`src/rtl/sq_arb_pkg.sv`:
```
// rtl/sq_arb_pkg.sv - Shared widths and FSM encoding for the squaring ROM arbiter.
package sq_arb_pkg;

    localparam int N_W_DEF  = 4;
    localparam int SQ_W_DEF = 8;

    localparam logic [1:0] S_IDLE   = 2'd0;
    localparam logic [1:0] S_LOOKUP = 2'd1;
    localparam logic [1:0] S_RESP   = 2'd2;

    typedef enum logic [1:0] {
        IDLE   = S_IDLE,
        LOOKUP = S_LOOKUP,
        RESP   = S_RESP
    } state_t;

endpackage

```
`src/rtl/sq_lookup.sv`:
```
// rtl/sq_lookup.sv - Combinational 32-entry squaring ROM indexed by {sign, n}.
module sq_lookup
    import sq_arb_pkg::*;
(
    input  logic [N_W_DEF-1:0]  n,
    input  logic                sign,
    output logic [SQ_W_DEF-1:0] square
);

    // Lower half: unsigned 0..15; upper half: two's complement -8..+7.
    always_comb begin
        square = '0;
        case ({sign, n})
            5'd0:  square = 8'd0;    5'd1:  square = 8'd1;
            5'd2:  square = 8'd4;    5'd3:  square = 8'd9;
            5'd4:  square = 8'd16;   5'd5:  square = 8'd25;
            5'd6:  square = 8'd36;   5'd7:  square = 8'd49;
            5'd8:  square = 8'd64;   5'd9:  square = 8'd81;
            5'd10: square = 8'd100;  5'd11: square = 8'd121;
            5'd12: square = 8'd144;  5'd13: square = 8'd169;
            5'd14: square = 8'd196;  5'd15: square = 8'd225;
            5'd16: square = 8'd0;    5'd17: square = 8'd1;
            5'd18: square = 8'd4;    5'd19: square = 8'd9;
            5'd20: square = 8'd16;   5'd21: square = 8'd25;
            5'd22: square = 8'd36;   5'd23: square = 8'd49;
            5'd24: square = 8'd64;   5'd25: square = 8'd49;
            5'd26: square = 8'd36;   5'd27: square = 8'd25;
            5'd28: square = 8'd16;   5'd29: square = 8'd9;
            5'd30: square = 8'd4;    5'd31: square = 8'd1;
            default: square = '0;
        endcase
    end

endmodule

```
`src/rtl/sq_rom_arbiter.sv`:
```
// rtl/sq_rom_arbiter.sv - Two-requester arbiter around a shared squaring ROM (SQ_RR_FAIR_EN selects round-robin).
module sq_rom_arbiter
    import sq_arb_pkg::*;
#(
    parameter int N_W  = N_W_DEF,
    parameter int SQ_W = SQ_W_DEF
) (
    input  logic            clk,
    input  logic            rst_n,
    input  logic            req0_valid,
    output logic            req0_ready,
    input  logic [N_W-1:0]  req0_n,
    input  logic            req0_sign,
    input  logic            req1_valid,
    output logic            req1_ready,
    input  logic [N_W-1:0]  req1_n,
    input  logic            req1_sign,
    output logic            rsp_valid,
    input  logic            rsp_ready,
    output logic [SQ_W-1:0] rsp_data,
    output logic            rsp_id
);

    state_t          state, state_nx;
    logic            grant0, grant1;
    logic [N_W-1:0]  op_n;
    logic            op_sign, op_id;
    logic [SQ_W-1:0] square;

`ifdef SQ_RR_FAIR_EN
    logic last_id;

    // Reset to 1 so that requester 0 wins the first tie.
    always_ff @(posedge clk) begin
        if (!rst_n)
            last_id <= 1'b1;
        else if (grant0 || grant1)
            last_id <= grant1;
    end
`endif

    always_comb begin
        grant0 = 1'b0;
        grant1 = 1'b0;
        if (state == IDLE && rst_n) begin
`ifdef SQ_RR_FAIR_EN
            if (req0_valid && req1_valid) begin
                grant0 = last_id;
                grant1 = !last_id;
            end else begin
                grant0 = req0_valid;
                grant1 = req1_valid;
            end
`else
            grant0 = req0_valid;
            grant1 = req1_valid && !req0_valid;
`endif
        end
    end

    assign req0_ready = grant0;
    assign req1_ready = grant1;
    assign rsp_valid  = (state == RESP);

    always_comb begin
        state_nx = state;
        case (state)
            IDLE:    if (grant0 || grant1) state_nx = LOOKUP;
            LOOKUP:  state_nx = RESP;
            RESP:    if (rsp_ready) state_nx = IDLE;
            default: state_nx = IDLE;
        endcase
    end

    sq_lookup u_lookup (
        .n      (op_n),
        .sign   (op_sign),
        .square (square)
    );

    always_ff @(posedge clk) begin
        if (!rst_n) begin
            state    <= IDLE;
            op_n     <= '0;
            op_sign  <= 1'b0;
            op_id    <= 1'b0;
            rsp_data <= '0;
            rsp_id   <= 1'b0;
        end else begin
            state <= state_nx;
            if (grant0 || grant1) begin
                op_n    <= grant1 ? req1_n : req0_n;
                op_sign <= grant1 ? req1_sign : req0_sign;
                op_id   <= grant1;
            end
            if (state == LOOKUP) begin
                rsp_data <= square;
                rsp_id   <= op_id;
            end
        end
    end

endmodule

```
`config.mk`:
```
export PLATFORM = sky130hd
export DESIGN_NAME = sq_rom_arbiter
export DESIGN_NICKNAME = d
export VERILOG_FILES = /design/src/rtl/sq_arb_pkg.sv /design/src/rtl/sq_lookup.sv /design/src/rtl/sq_rom_arbiter.sv
export SDC_FILE = /design/constraint.sdc
export NUM_CORES = 1
export LEC_CHECK = 0
export CAP_MARGIN = 20
export CORE_MARGIN = 1.5
export CORE_UTILIZATION = 35
export CTS_BUF_LIST = sky130_fd_sc_hd__clkbuf_8
export DETAILED_ROUTE_END_ITERATION = 6
export GPL_ROUTABILITY_DRIVEN = 0
export MAX_ROUTING_LAYER = met4
export SLEW_MARGIN = 20
export SYNTH_ARGS = -nofsm -noshare
export SYNTH_HDL_FRONTEND = slang
export SYNTH_HIERARCHICAL = 1
export SYNTH_SLANG_ARGS = --single-unit
```
`constraint.sdc`:
```
create_clock -name clk -period 3 [get_ports clk]
set_input_delay 0.6 -clock clk [delete_from_list [all_inputs] [get_ports clk]]
set_output_delay 0.6 -clock clk [all_outputs]
set_load 0.05 [all_outputs]
```
Run 1, supply network:
Bar = 20 µm. Pins as bars on the die edge.
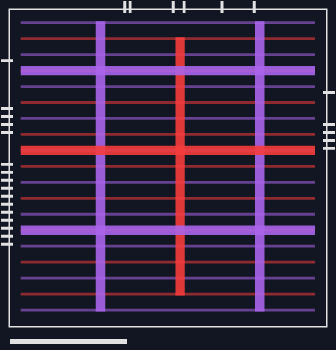
Key: VDD = red; VSS = purple
19 met1 rails follow the rows. 27 signal pins sit on the boundary.
Die Y: 53.84 µm
Die Span X: 53.84 µm
worst ir drop on vdd: 0.3161 mV
Std-Cell Core Area: 0.002455 mm²

Run 1, placed cells, one colour a class:
Fill, decap, tap and diode cells in grey.
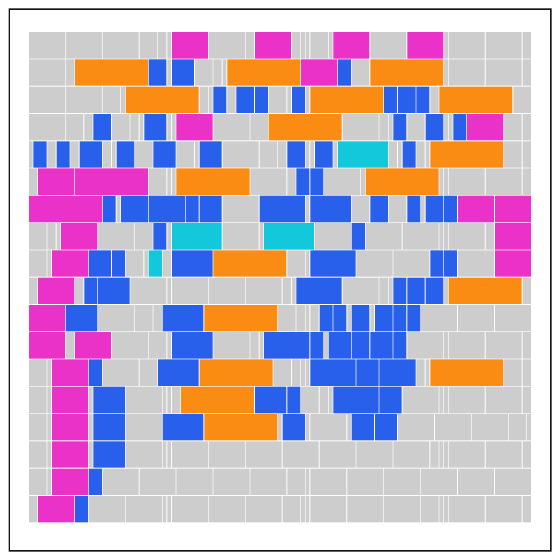
Key: clock drivers and dummy loads = cyan [cells 4, share of their area 3.8%]; all other logic = blue [cells 84, share of their area 44%]; other buffers and delay cells = magenta [cells 26, share of their area 24%]; flip-flops = orange [cells 17, share of their area 29%]
sequential share of cell area: 0.2798
final design area excluding fillers: 0.001216 mm²
count of standard-cell rows: 18
fraction of the core area covered by cells at the end of the flow: 0.4954

==> impl_metrics.yaml, run 1 <==
# physical design summary
setup_path:
  critPathBufInv: 2
  worstSetupStartpoint: "rst_n"
  regToRegStartpoint: "op_n[0]"
  depth_of_the_critical_timing_path_with_buffers_and_inverters_included: 5
  worstPathCellList: "clkdlybuf4s50_1 > nor3b_1 > nand2_1 > nor2_1 > buf_12"
  data_required_time_of_the_critical_path_ns: 2.40
  worstReg2RegEnd: "rsp_data[5]"
  critical-path-top-delay-family: "buffers and inverters"
logic_synthesis:
  most_common_cell: "sky130_fd_sc_hd__nand2_1"
  post_synth_fa_ha_maj_area_fraction: 0.06916
  yosysChipArea_um2: 904.6
  numSynthFlops: 17
final_layout:
  num-clock-buffers: 3
  logic_area_um2: 475.5
  num-fill-cells: 227
drt:
  postRouteWirelength_mm: 1.655
  wl_met1_um: 762
  highest_layer: "met4"
worst_hold_path:
  worst_hold_startpoint: "rsp_data[7]"
  hold-path-cell-count: 2
timing:
  setup-tns-final_ns: 0
  final_min_period_over_clock_period: 0.8501
  setup_slack_ns: 0.4496
  final_max_slew_viol_count: 0
  fmaxAchievable_mhz: 392.1
pwr:
  seq-power_mw: 0.264
  power.density_mw_per_mm2: 466.9
  static-leakage-power_nw: 0.4836
place:
  pre_cts_slack_ns: 0.4511
status:
  outcome: "finished, final reports clean"
job:
  timing.max_cap.violations: 0
global_routing:
  gr_util_met1: 0.1402
  grt_remaining_overflow: 0
clock_tree:
  max-clock-path-buffers: 2
Run 1, clock wires, drivers and flops:
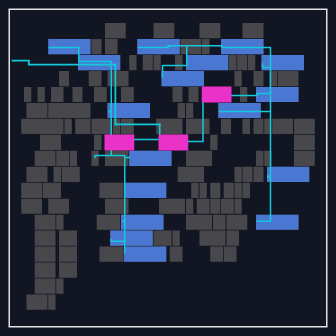
Key: flip-flops = blue [count 17]; cells driving clock nets = magenta [count 3]; clock wires = cyan [length 208 µm]
There are 4 routed clock nets.
power in the clock group: 0.161 mW
Skew-Pair Late Insertion Delay: 0.24 ns
part of the total power dissipated in the clock network: 0.283
worst clock skew: 0.004313 ns

[run 1: placed cells by master, fill, tap and decap left out, types with 2 or more instances in the layout]
cell and instances:
sky130_fd_sc_hd__a2bb2oi_1 5, sky130_fd_sc_hd__inv_1 11, sky130_fd_sc_hd__buf_12 2, sky130_fd_sc_hd__clkbuf_8 3
sky130_fd_sc_hd__nor2_1 3, sky130_fd_sc_hd__nor2b_1 3, sky130_fd_sc_hd__and2_1 2, sky130_fd_sc_hd__o221a_1 5
sky130_fd_sc_hd__dfxtp_1 17, sky130_fd_sc_hd__nand2b_1 5, sky130_fd_sc_hd__ha_1 5, sky130_fd_sc_hd__o22ai_1 2
sky130_fd_sc_hd__nand2_1 20, sky130_fd_sc_hd__a21oi_1 12, sky130_fd_sc_hd__clkdlybuf4s50_1 24
## Run 2: what changed since run 1
- PLACE_DENSITY: default -> 0.6
Run 2, placed cells, one colour a class:
Fill, decap, tap and diode cells in grey.
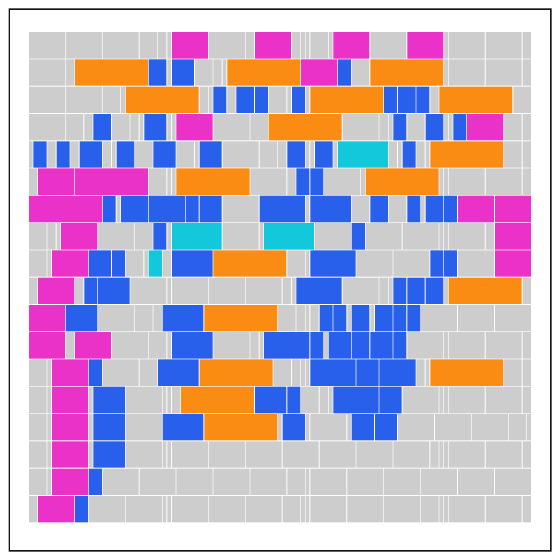
Key: all other logic = blue [cells 84, share of their area 44%]; flip-flops = orange [cells 17, share of their area 29%]; clock drivers and dummy loads = cyan [cells 4, share of their area 3.8%]; other buffers and delay cells = magenta [cells 26, share of their area 24%]

Run 2, supply network:
Bar = 20 µm. Pins as bars on the die edge.
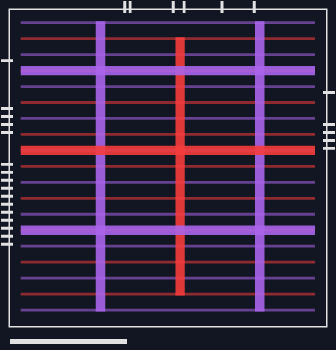
Key: VDD = red; VSS = purple
3 straps on met4. 27 signal pins sit on the boundary.

==> run 2 against run 1 <==
Against the previous run: count of clock-buffer cells in the layout did not move; sequential share of layout area did not move; combinational power barely moved; worst hold slack did not move; power did not move; critical path type unchanged.
==> impl_metrics.yaml, run 2 <==
# physical design summary
clock_tree:
  worst_skew_pair.late_latency_ns: 0.24
  max-clock-path-buffers: 2
logic_synthesis:
  numSynthFlops: 17
  most_common_cell: "sky130_fd_sc_hd__nand2_1"
  yosysChipArea_um2: 904.6
timing:
  fmaxAchievable_mhz: 392.1
  setup_slack_ns: 0.4496
  setup-tns-final_ns: 0
  final_min_period_over_clock_period: 0.8501
  final_max_slew_viol_count: 0
final_layout:
  finish.utilization: 0.4954
  num-clock-buffers: 3
  num-fill-cells: 227
  most-common-layout-cells: "sky130_fd_sc_hd__clkdlybuf4s50_1, sky130_fd_sc_hd__nand2_1, sky130_fd_sc_hd__dfxtp_1"
  combAreaFraction: 0.3909
  synth_to_final_area_change_pct: 34.44
  stdcell_area_mm2: 0.001216
  seq_share: 0.2798
  layout.cells.most_common: "sky130_fd_sc_hd__clkdlybuf4s50_1"
  logic_area_um2: 475.5
  final-clk-cell-share: 0.03704
status:
  outcome: "finished, final reports clean"
setup_path:
  data_required_time_of_the_critical_path_ns: 2.40
  endpoint_kind: "output pin"
  setup.worst_path.end: "req1_ready"
  worstReg2RegEnd: "rsp_data[5]"
  regToRegStartpoint: "op_n[0]"
  worstSetupStartpoint: "rst_n"
worst_hold_path:
  hold-path-cell-count: 2
  worst_hold_startpoint: "rsp_data[7]"
drt:
  wl_met1_um: 762
  highest_layer: "met4"
  postRouteWirelength_mm: 1.655
  post_drt_wl_per_cell_um: 10.28
die:
  die_w_um: 53.84
  count_of_standard_cell_rows: 18
  fp-utilization: 0.3685
  design.core.area_mm2: 0.002455
global_routing:
  grt_remaining_overflow: 0
  grt_pass1_wl_mm: 2.760
pwr:
  static-leakage-power_nw: 0.4836
  pg_clk_mw: 0.161
  power.density_mw_per_mm2: 466.9
  worst_ir_drop_vdd_mv: 0.3161
job:
  timing.max_cap.violations: 0
run 2: critical path, cell delays in order:
cell                              delay [ns]
sky130_fd_sc_hd__clkdlybuf4s50_1        0.58
sky130_fd_sc_hd__nor3b_1                0.33
sky130_fd_sc_hd__nand2_1                0.09
sky130_fd_sc_hd__nor2_1                 0.18
sky130_fd_sc_hd__buf_12                 0.17
run 2: kinds of logic (layout without fill, tap and decap cells):
family	Yosys count	in the layout	synth area share
DFF	17	17	0.3762
adders and majority gates	5	5	0.06916
muxes	1	1	0.01245
and+or+nand+nor	41	41	0.2365
other	1	1	0.004145
AOI/OAI and AO/OA	26	26	0.2033
buffers and inverters	19	40	0.09820
## Run 3: what changed since run 2
- PLACE_DENSITY: 0.6 -> 0.61
- SKIP_CTS_REPAIR_TIMING: default -> 1
- SYNTH_HIERARCHICAL: 1 -> default
Run 3, wiring by layer:
Bar = 20 µm. Two of the layers only.
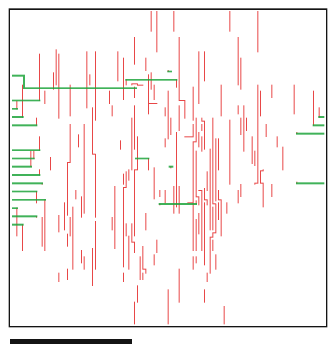
Key: met3 = green [wire length 96.2 µm]; met2 = red [wire length 727 µm]
drt wl/cell: 10.86 µm
via total after detailed routing: 729

Run 3, clock wires, drivers and flops:
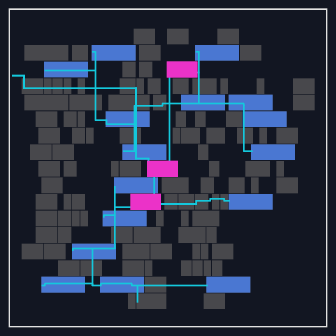
Key: flip-flops = blue [count 16]; cells driving clock nets = magenta [count 3]; clock wires = cyan [length 218 µm]
There are 4 routed clock nets.
power in the clock group: 0.189 mW
Skew-Pair Late Insertion Delay: 0.25 ns
worst clock skew: 0.001888 ns
part of the total power dissipated in the clock network: 0.331

==> run 3 against run 2 <==
Against the previous run: sequential power shrank 6%; design area shrank 3.8%; highest routed layer unchanged; combinational power shrank 7%; flip-flop count shrank 1.
==> impl_metrics.yaml, run 3 <==
# physical design summary
setup_path:
  endpoint_kind: "output pin"
  worstPathCellList: "clkdlybuf4s50_1 > nor3b_4 > nand2_1 > nor2_1 > buf_12"
final_layout:
  finish.utilization: 0.5238
  num-fill-cells: 226
  combAreaFraction: 0.3989
  most-common-layout-cells: "sky130_fd_sc_hd__clkdlybuf4s50_1, sky130_fd_sc_hd__nand2_1, sky130_fd_sc_hd__dfxtp_1"
  final-clk-cell-share: 0.04706
  num-clock-buffers: 4
  stdcell_area_mm2: 0.001170
global_routing:
  grt_pass1_wl_mm: 2.684
clock_tree:
  max-clock-path-buffers: 2
pwr:
  power.density_mw_per_mm2: 487.0
  static-leakage-power_nw: 0.4934
worst_hold_path:
  hold-path-cell-count: 2
drt:
  highest_layer: "met4"
  wl_met1_um: 736
die:
  design.core.area_mm2: 0.002233
  count_of_standard_cell_rows: 17
logic_synthesis:
  most_common_cell: "sky130_fd_sc_hd__nand2_1"
  numSynthFlops: 16
timing:
  final_max_slew_viol_count: 0
  setup-tns-final_ns: 0
status:
  outcome: "finished, final reports clean"
[run 3: cell types whose count changed in the layout (fill, tap and decap cells not counted), sizes merged, moves of 4 or more]
cell,previous run,this run
inv,11,4
a21boi,0,6
o211a,0,6
o22ai,2,6
a21oi,12,3
a2bb2oi,5,0
o221a,5,0
[run 3: worst paths after layout]
kind                                  start          end
worst max-delay path                  rst_n   req1_ready
worst min-delay path            rsp_data[2]  rsp_data[2]
worst max register to register     state[0]  rsp_data[5]
worst min register to register  rsp_data[2]  rsp_data[2]
[run 3: kinds of logic after synthesis]
logic type,share of synthesized area
simple gates,0.2015
compound gates,0.2522
flops,0.3821
buf+inv,0.06118
fa+ha+maj,0.07463
mux,0.02388
other cells,0.004473
[run 3: worst max-delay path: cells and delay by family]
kind          cells  cell delay [ns]
buf+inv           2             0.68
simple gates      3             0.67

==> gallery <==
Clock wiring as the flow saved it.
image #1
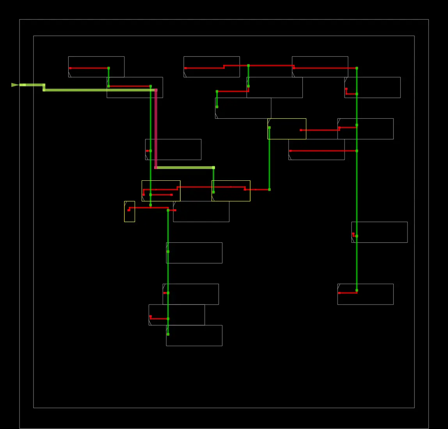
image #2
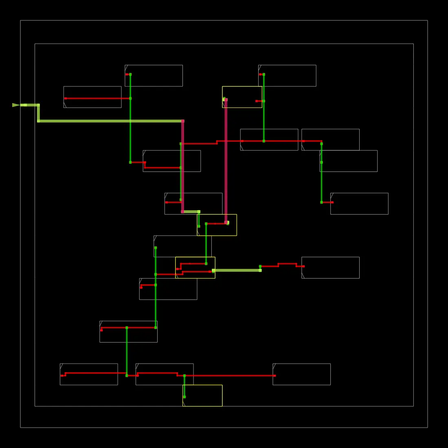
Run 3 is image #2.
Run 2 is image #1.

Power and IR drop assume default switching activity.
